==> config.mk <==
export PLATFORM = sky130hd
export DESIGN_NAME = aes_round_sequencer
export DESIGN_NICKNAME = d
export VERILOG_FILES = /design/src/rtl/aes_round_sequencer.sv
export SDC_FILE = /design/constraint.sdc
export NUM_CORES = 1
export LEC_CHECK = 0
export ABC_AREA = 1
export ABC_CLOCK_PERIOD_IN_PS = 3100
export CAP_MARGIN = 10
export CORE_MARGIN = 2
export CORE_UTILIZATION = 40
export CTS_BUF_LIST = sky130_fd_sc_hd__clkbuf_16
export CTS_CLUSTER_DIAMETER = 100
export CTS_CLUSTER_SIZE = 25
export DETAILED_ROUTE_END_ITERATION = 8
export PLACE_DENSITY = 0.74
export RECOVER_POWER = 25
export SYNTH_ARGS = -nofsm -noshare
export SYNTH_HDL_FRONTEND = slang
export SYNTH_SLANG_ARGS = --single-unit
export TNS_END_PERCENT = 50
==> constraint.sdc <==
create_clock -name clk -period 3.1 [get_ports clk]
set_clock_uncertainty 0.1 [all_clocks]
set_input_delay 0.93 -clock clk [delete_from_list [all_inputs] [get_ports clk]]
set_output_delay 0.93 -clock clk [all_outputs]
set_load 0.02 [all_outputs]
==> run_1/metal_density.png <==
Bar = 20 um. The die is cut into 10 by 10 equal tiles; white is low, dark blue is high, scaled to the fullest tile. Values are wire area over tile area, all layers added.
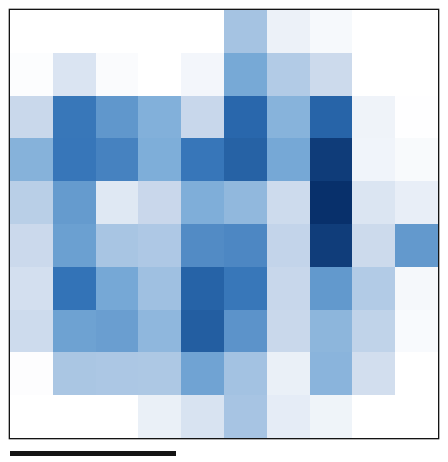
fullest tile	0.37
mean over tiles	0.12
tiles over half the peak	28%
densest ninth of the die	center
via count of the routed design: 859
drt wl/cell: 11.4 um

==> run_1/clocks.png <==
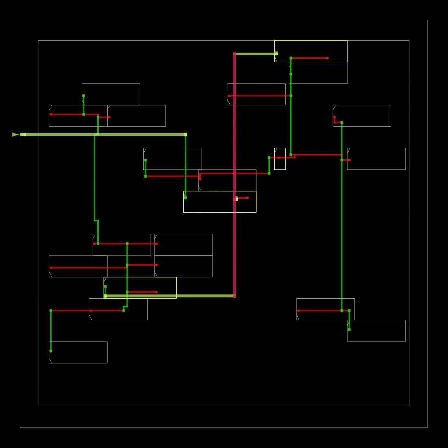
clk_lat worst skew: 0.25 ns
Flops: 17

==> run_1/layer_met3.png <==
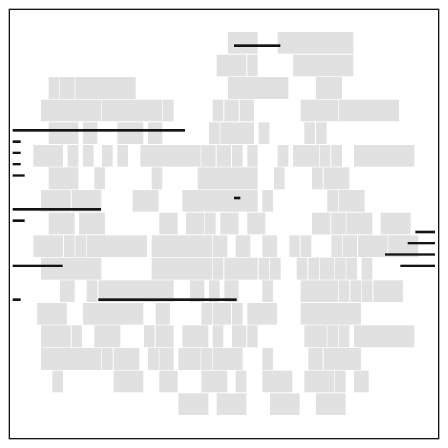
share of all routed wire	3.9%
nets with wire on the layer	14
GR Layer Usage met3: 5.46%
final wirelength: 2030 um

==> run summary, run 1 <==
run metrics: Pwr Total=0.877 mW, # rows=17, peak supply drop=0.453 mV, logic gate share of total power=39.4%, Cells after DPL=174, fa+ha+maj area frac=4.15%, Registers, synthesis=17, Setup violations, final=0, LEAKAGE=0.511 nW, Seq pwr share=31.1%, Fin Hold WS=0.391 ns, Register Area=340 sq um, H-Tree Depth=1, Reg clk slew, reported paths=0.05 ns, Unique cell types=23, cell count of the worst reg-to-reg path=5, Slew HR=59.4%, OpenROAD warning count=26, worst path required time=2.07 ns, Top Layout Cells=31 x nand2_1, 22 x clkdlybuf4s50_1, 17 x dfxtp_1, chip area=0.00266 sq mm, busiest grt layer=met2, Slew Limit Fails=0, first-pass GRT wire length=3420 um, Non-clk invs=15, Final Instance Area=0.00124 sq mm, Main logic family=simple AND/OR/NAND/NOR gates, Sw Share=37.6%, combinational gates=88, post-synthesis mux area share=0%, Metal-1 WL=887 um, via count normalized by instance count=4.83, pin count of the biggest net entering global routing=15, cell type with the largest total area=dfxtp_1, Clk network pwr share=29.5%, Multi-input gate area=482 sq um, Clock-cell share=6.34%, Seq/total area=27.4%, crit-path max FO=2, Layout Cells excl Fill=178, max FFs per register=8, worst slew pin tran=0.609 ns, Hold Fails Final Rpt=0, nonclk buf count=26, synthesized cell area=905 sq um, ratio of final minimum period to clock period=94.8%, Final nets=161, AND/OR/NAND/NOR Cells, Area Fraction=28.4%, buffering overhead=20.1%, main flop type=dfxtp_1, register area share after synthesis=37.6%, outcome=finished, final reports clean, Syn. warnings=0, Die Wd=51.6 um, highest routed layer=met4, Chip Area, Yosys=905 sq um
==> run_1/clk_routes.png <==
Bar = 20 um.
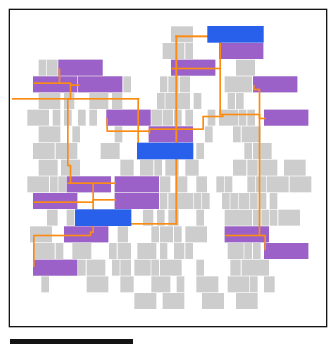

--- run 2 (diff from run 1) ---
--- a/config.mk
+++ b/config.mk
@@ -6,15 +6,15 @@
 export NUM_CORES = 1
 export LEC_CHECK = 0
 export ABC_AREA = 1
-export ABC_CLOCK_PERIOD_IN_PS = 3100
+export ABC_CLOCK_PERIOD_IN_PS = 2400
 export CAP_MARGIN = 10
-export CORE_MARGIN = 2
+export CORE_MARGIN = 4
 export CORE_UTILIZATION = 40
 export CTS_BUF_LIST = sky130_fd_sc_hd__clkbuf_16
 export CTS_CLUSTER_DIAMETER = 100
 export CTS_CLUSTER_SIZE = 25
 export DETAILED_ROUTE_END_ITERATION = 8
-export PLACE_DENSITY = 0.74
+export PLACE_DENSITY = 0.77
 export RECOVER_POWER = 25
 export SYNTH_ARGS = -nofsm -noshare
 export SYNTH_HDL_FRONTEND = slang
==> constraint.sdc (replaced) <==
create_clock -name clk -period 2.4 [get_ports clk]
set_clock_uncertainty 0.1 [all_clocks]
set_input_delay 0.72 -clock clk [delete_from_list [all_inputs] [get_ports clk]]
set_output_delay 0.72 -clock clk [all_outputs]
set_load 0.02 [all_outputs]
==> run_2/clk_routes.png <==
Bar = 20 um.
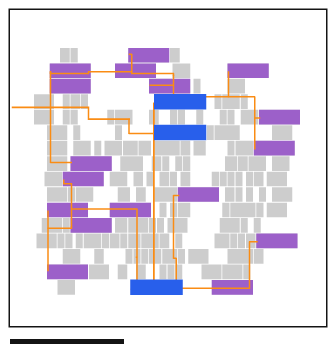
[clock wires] orange | length: 252 um
[flip-flops] purple | count: 17
[clock drivers] blue | count: 3
routed clock nets	4
Clk network pwr share: 29.5%
Clk power: 0.333 mW

==> run_2/metal_density.png <==
Bar = 20 um. The die is cut into 11 by 11 equal tiles; white is low, dark blue is high, scaled to the fullest tile. Values are wire area over tile area, all layers added.
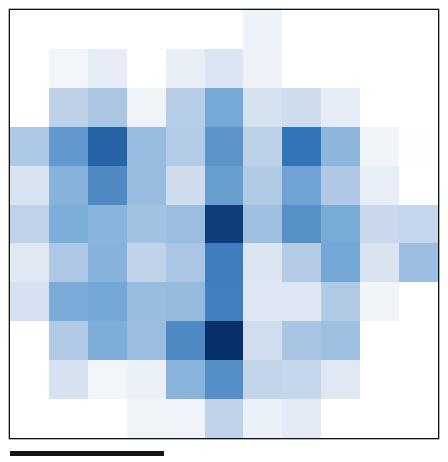
via count of the routed design: 839
Total GRT Usage: 14.5%

==> run 2 against run 1 <==
Power up 29%. Critical path depth up 1. Sequential power up 29%. Register-to-register slack worse by 0.73 ns. First-iteration DRC count rose to 2.5 times the previous value. Combinational power up 29%. Non-clock buffer count up 1. Highest routed layer unchanged. Worst setup slack worse by 0.12 ns. Global-route usage down 2.9 points.
==> run summary, run 2 <==
run metrics: Cells after DPL=174 (unchanged), nonclk buf count=27 (was 26), Non-clk invs=15 (unchanged), Seq pwr share=31.1% (about the same), Main logic family=simple AND/OR/NAND/NOR gates (unchanged), Slew HR=58.0% (was 59.4%), highest routed layer=met4 (unchanged), Chip Area, Yosys=905 sq um (unchanged), Registers, synthesis=17 (unchanged), peak supply drop=0.518 mV (was 0.453 mV), outcome=finished, final reports clean (unchanged), cell count of the worst reg-to-reg path=5 (unchanged), crit-path max FO=2 (unchanged), Clock-cell share=6.30% (was 6.34%), Syn. warnings=0 (unchanged), Sw Share=37.7% (was 37.6%), Slew Limit Fails=0 (unchanged), logic gate share of total power=39.4% (about the same), LEAKAGE=0.542 nW (was 0.511 nW), synthesized cell area=905 sq um (unchanged), busiest grt layer=met2 (unchanged), max FFs per register=8 (unchanged), Unique cell types=23 (unchanged), final wirelength=2070 um (was 2030 um), via count normalized by instance count=4.71 (was 4.83), Metal-1 WL=931 um (was 887 um), first-pass GRT wire length=3610 um (was 3420 um), Setup violations, final=0 (unchanged), Top Layout Cells=31 x nand2_1, 19 x clkdlybuf4s50_1, 17 x dfxtp_1 (was 31 x nand2_1, 22 x clkdlybuf4s50_1, 17 x dfxtp_1), worst path required time=1.58 ns (was 2.07 ns), Register Area=340 sq um (unchanged), cell type with the largest total area=dfxtp_1 (unchanged), worst slew pin tran=0.630 ns (was 0.609 ns), combinational gates=88 (unchanged), AND/OR/NAND/NOR Cells, Area Fraction=28.4% (unchanged), Seq/total area=27.2% (was 27.4%), Multi-input gate area=489 sq um (was 482 sq um), Hold Fails Final Rpt=0 (unchanged), Final Instance Area=0.00125 sq mm (was 0.00124 sq mm), ratio of final minimum period to clock period=98.5%, chip area=0.00309 sq mm (was 0.00266 sq mm), clk_lat worst skew=0.25 ns (about the same), Fin Hold WS=0.384 ns (was 0.391 ns), drt wl/cell=11.6 um (was 11.4 um)
Power is estimated from default activity; no workload was simulated.
